Fig. 1: clock network drawn from the DEF
Scale: 4 px per um.
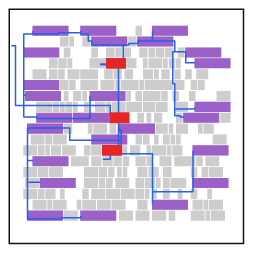
Fig. 2: wires at chosen ports, followed through buffers
Scale: 8 px per um.
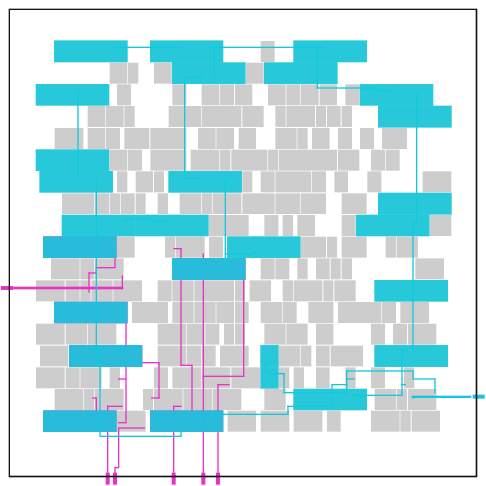
Fig. 3: sequential cells colored by netlist name
Scale: 4 px per um.
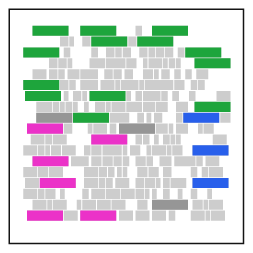
Fig. 4: placement by cell class
Scale: 4 px per um.
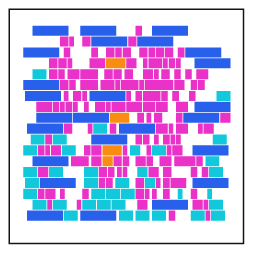
==> config.mk <==
export PLATFORM = sky130hd
export DESIGN_NAME = ntt_job_scheduler
export DESIGN_NICKNAME = d
export VERILOG_FILES = /design/src/rtl/ntt_sched_pkg.sv /design/src/rtl/rr_arbiter.sv /design/src/rtl/ntt_job_scheduler.sv
export SDC_FILE = /design/constraint.sdc
export NUM_CORES = 1
export LEC_CHECK = 0
export CORE_MARGIN = 3
export CORE_UTILIZATION = 56
export CTS_BUF_LIST = sky130_fd_sc_hd__clkbuf_8
export DETAILED_ROUTE_END_ITERATION = 6
export PLACE_DENSITY_LB_ADDON = 0.12
export RECOVER_POWER = 25
export SKIP_CTS_REPAIR_TIMING = 1
export SYNTH_ARGS = -nofsm -noshare
export SYNTH_HDL_FRONTEND = slang
export SYNTH_HIERARCHICAL = 1
export SYNTH_SLANG_ARGS = --single-unit
export TNS_END_PERCENT = 1
==> constraint.sdc <==
create_clock -name clk -period 3.7 [get_ports clk]
set_clock_uncertainty 0.1 [all_clocks]
set_input_delay 0.925 -clock clk [delete_from_list [all_inputs] [get_ports clk]]
set_output_delay 0.925 -clock clk [all_outputs]
set_load 0.005 [all_outputs]
==> results_dict.tcl <==
# collected from the flow reports
set metrics [dict create \
    power.combinational.fraction_pct 51.8 \
    criticalPathCategory "primary input to output pin" \
    fin_crit_ps 3480 \
    grt_first_pass_wirelength_um 6530 \
    ys_ff 25 \
    max_stage_delay_cell_worst_path "clkdlybuf4s50_1" \
    drv.max_cap_violation_count 0 \
    global_route_overflow 0 \
    fin_setup_tns_ps 0 \
    clock_path_buffers 2 \
    largest_register_ff_count 13 \
    route.top_layer_used "met4" \
    worst_skew_pair.late_latency_ps 270 \
    clock_tree_from_tritoncts "done" \
    post_synth_instance_area_um2 1530 \
    yosys_area_um2 1530 \
    vdd_drop_max_mv 0.470 \
    power.density_nw_per_um2 656 \
    final_layout_top_logic_cell "clkdlybuf4s50_1" \
    numCtsBuffers 3 \
    p_leak_nw 0.809 \
    die_area_um2 3390 \
    route.detailed.vias_per_inst 6.22 \
    ant_nets 0 \
    timing.critical_path.required_ps 2670 \
    most_congested_layer_reported_by_global_routing "met2" \
    r2r_setup_slack_ps 1030 \
    headroom_to_the_max_slew_limit_pct 45.1 \
    layout.nets 229 \
    synth_top_flop_cell "dfrtp_1" \
    achievable-frequency_ghz 0.288 \
    result_of_the_run "finished, final reports clean" \
    cts.clk_slew.worst_paths_ps 90 \
    crit_path_cell_trace "clkdlybuf4s50_1 -> nor2_1 -> nor2_1 -> and3_1 -> clkdlybuf4s50_1" \
    internal-power_w 0.000768 \
    min_delay_path_depth 1 \
    drc_errors 0 \
    final_period_utilization_pct 93.9 \
    sequential_power_share_pct 34.8 \
    worst-endpoint-arrival_ps 2450 \
    drt-pass1-iter-count 4 \
    worst_min_delay_path_category "flop to flop" \
    synth_nets 195 \
    grt.met2_usage_pct 41.9 \
    worst_pin_slew_ps 824 \
    sw_frac_of_total_pct 39.4 \
    wl_per_cell_um 16.2 \
    gp_routability_congestion 0.875 \
    comb_cell_power_w 0.000656 \
    grt_start_max_net_pins 19 \
    groute.layer.met3.usage_pct 3.56 \
    tool_warnings 28 \
    enable_flop_cells 0 \
    setup_viol_count_final 0 \
    cts-htree-levels 1 \
    die-width_um 58.2 \
    cts.sink_count 25 \
    vias 1474 \
    first_global_vias 1396 \
    timing.critical_path.from_type "primary input" \
    crit_fanout 5 \
    yosys-stat-cells 174 \
    globalRouteMet1Util_pct 33.9 \
    clockRootBuffer "clkbuf_8" \
    asyncSetResetFlopFracSynth_pct 100 \
    initial_utilization_pct 60.0 \
    antenna_found_initial 0 \
    timing.critical_path.to_type "output pin" \
    seq_area_frac_synth_pct 41.0 \
    power.switching_w 0.000498 \
    setup_repair_after_global_routing_missed_its_margin "false" \
    drv_slew 0 \
    average_size_of_a_mapped_cell_um2 8.77 \
    totalWireLength_um 3850 \
    timing.critical_path.depth 5 \
    warnings_from_yosys 6 \
    reg2regPathDepth 7 \
    critical-path-max-stage-delay_ps 550 \
    top_power_group "combinational cells" \
    detailed_place_hpwl_um 2890 \
    syn2layout_area_growth_pct 26.5 \
    final_hold_viol_count 0 \
    post_route_cells_drive_above_1_share_pct 9.66 \
    critPathBufInv 2 \
    fp.dieH_um 58.2 \
    lay_top_cells "clkdlybuf4s50_1, dfrtp_1, nor2_1, a21oi_1, o21ai_0" \
    routed-wl-met3_um 165 \
    drt-initial-drc-count 67 \
    synth.distinct_cells 42 \
    cell_area_reported_after_detailed_placement_um2 1890 \
    insertedDiodeCount 0 \
    dr_wl_met2_um 1930 \
    drt-met1-wl_um 1720 \
    grtUsageTotal_pct 25.1 \
    netlist_instances 174 \
    worst_path_dominant_cell_family "buffers and inverters" \
]
Notes on Fig. 1 above:
[red] clock-net drivers | count: 3
[blue] clock wires | length: 326 um
[purple] flip-flops | count: 25
flops lie: spread over the die
clock group share of total power: 13.4%
clock network power consumption: 0.000170 W

Notes on Fig. 2 above:
[magenta] core_mod_idx | bits: 6 | direction: output | edge: 5 bottom, 1 left | end cells: 6 | buffers: 6 | wire: 165 um
[cyan] reset | bits: 1 | direction: input | edge: right | end cells: 27 | buffers: 3 | wire: 242 um
buffers added on ports: 33
count of boundary I/O pins: 34

Notes on Fig. 3 above:
[green] cnt_q | flops: 13
[blue] state_q | flops: 3
[magenta] core_mod_idx | flops: 6
not colored: 3
total area of sequential cells: 626 um2
fraction of area in registers: 32.4%
utilization after layout: 75.9%
Power Sequential: 0.000440 W

Notes on Fig. 4 above:
[cyan] remaining buffers and delay cells | cells: 38
[orange] clock drivers and dummy loads | cells: 4
[blue] registers | cells: 25
[magenta] remaining logic cells | cells: 140
Rows: 18
Core Area: 2540 um2
final instance area: 1930 um2

synth_stat cells, drive strengths merged, types with 2 or more instances:
master | n | area share (%)
inv | 5 | 1.2
nand3 | 5 | 2.0
clkbuf | 6 | 1.5
o31ai | 3 | 1.5
dfrtp | 25 | 41
buf | 3 | 1.3
a22oi | 5 | 2.5
nor3b | 4 | 2.3
nand2b | 5 | 2.0
a21oi | 19 | 6.2
ha | 3 | 2.5
mux2 | 2 | 1.7
a31oi | 7 | 2.9
nand2 | 12 | 3.0
and3 | 8 | 3.6
nor2 | 19 | 4.7
nor3 | 7 | 3.0
nor2b | 2 | 0.82
nand3b | 2 | 0.98
a21boi | 3 | 1.5
or3 | 3 | 1.6
o21ai | 15 | 5.2
final cells by class:
| class | instances | area [um2] |
|---|---|---|
| clock buffers | 3 | 41.3 |
| clock inverters | 1 | 7.51 |
| fillers | 186 | 614 |
| inverters | 5 | 18.8 |
| multi-input cells | 135 | 840 |
| flip-flops and latches | 25 | 626 |
| well taps | 30 | 37.5 |
| repair buffers | 38 | 360 |
kinds of logic after synthesis:
| logic type | after synthesis | synth area share [%] |
|---|---|---|
| and+or+nand+nor | 73 | 27.5 |
| muxes | 2 | 1.72 |
| AOI/OAI and AO/OA | 56 | 22.7 |
| xor gates and xnor gates | 1 | 0.574 |
| adders and majority gates | 3 | 2.46 |
| buffers and inverters | 14 | 4.02 |
| DFF | 25 | 41.0 |
metrics by stage:
step	instances	util, %	hold slack (ps)	total power [W]	setup WS (ps)
detailed placement	233	74.2	418	0.00110	250
floorplan	174	-	380	0.000832	1060
global route	237	75.9	473	0.00137	154
CTS	237	76.2	427	0.00128	232
finish	237	75.9	428	0.00127	225
global placement	233	74.2	411	0.00107	293
Power is estimated from default activity; no workload was simulated.
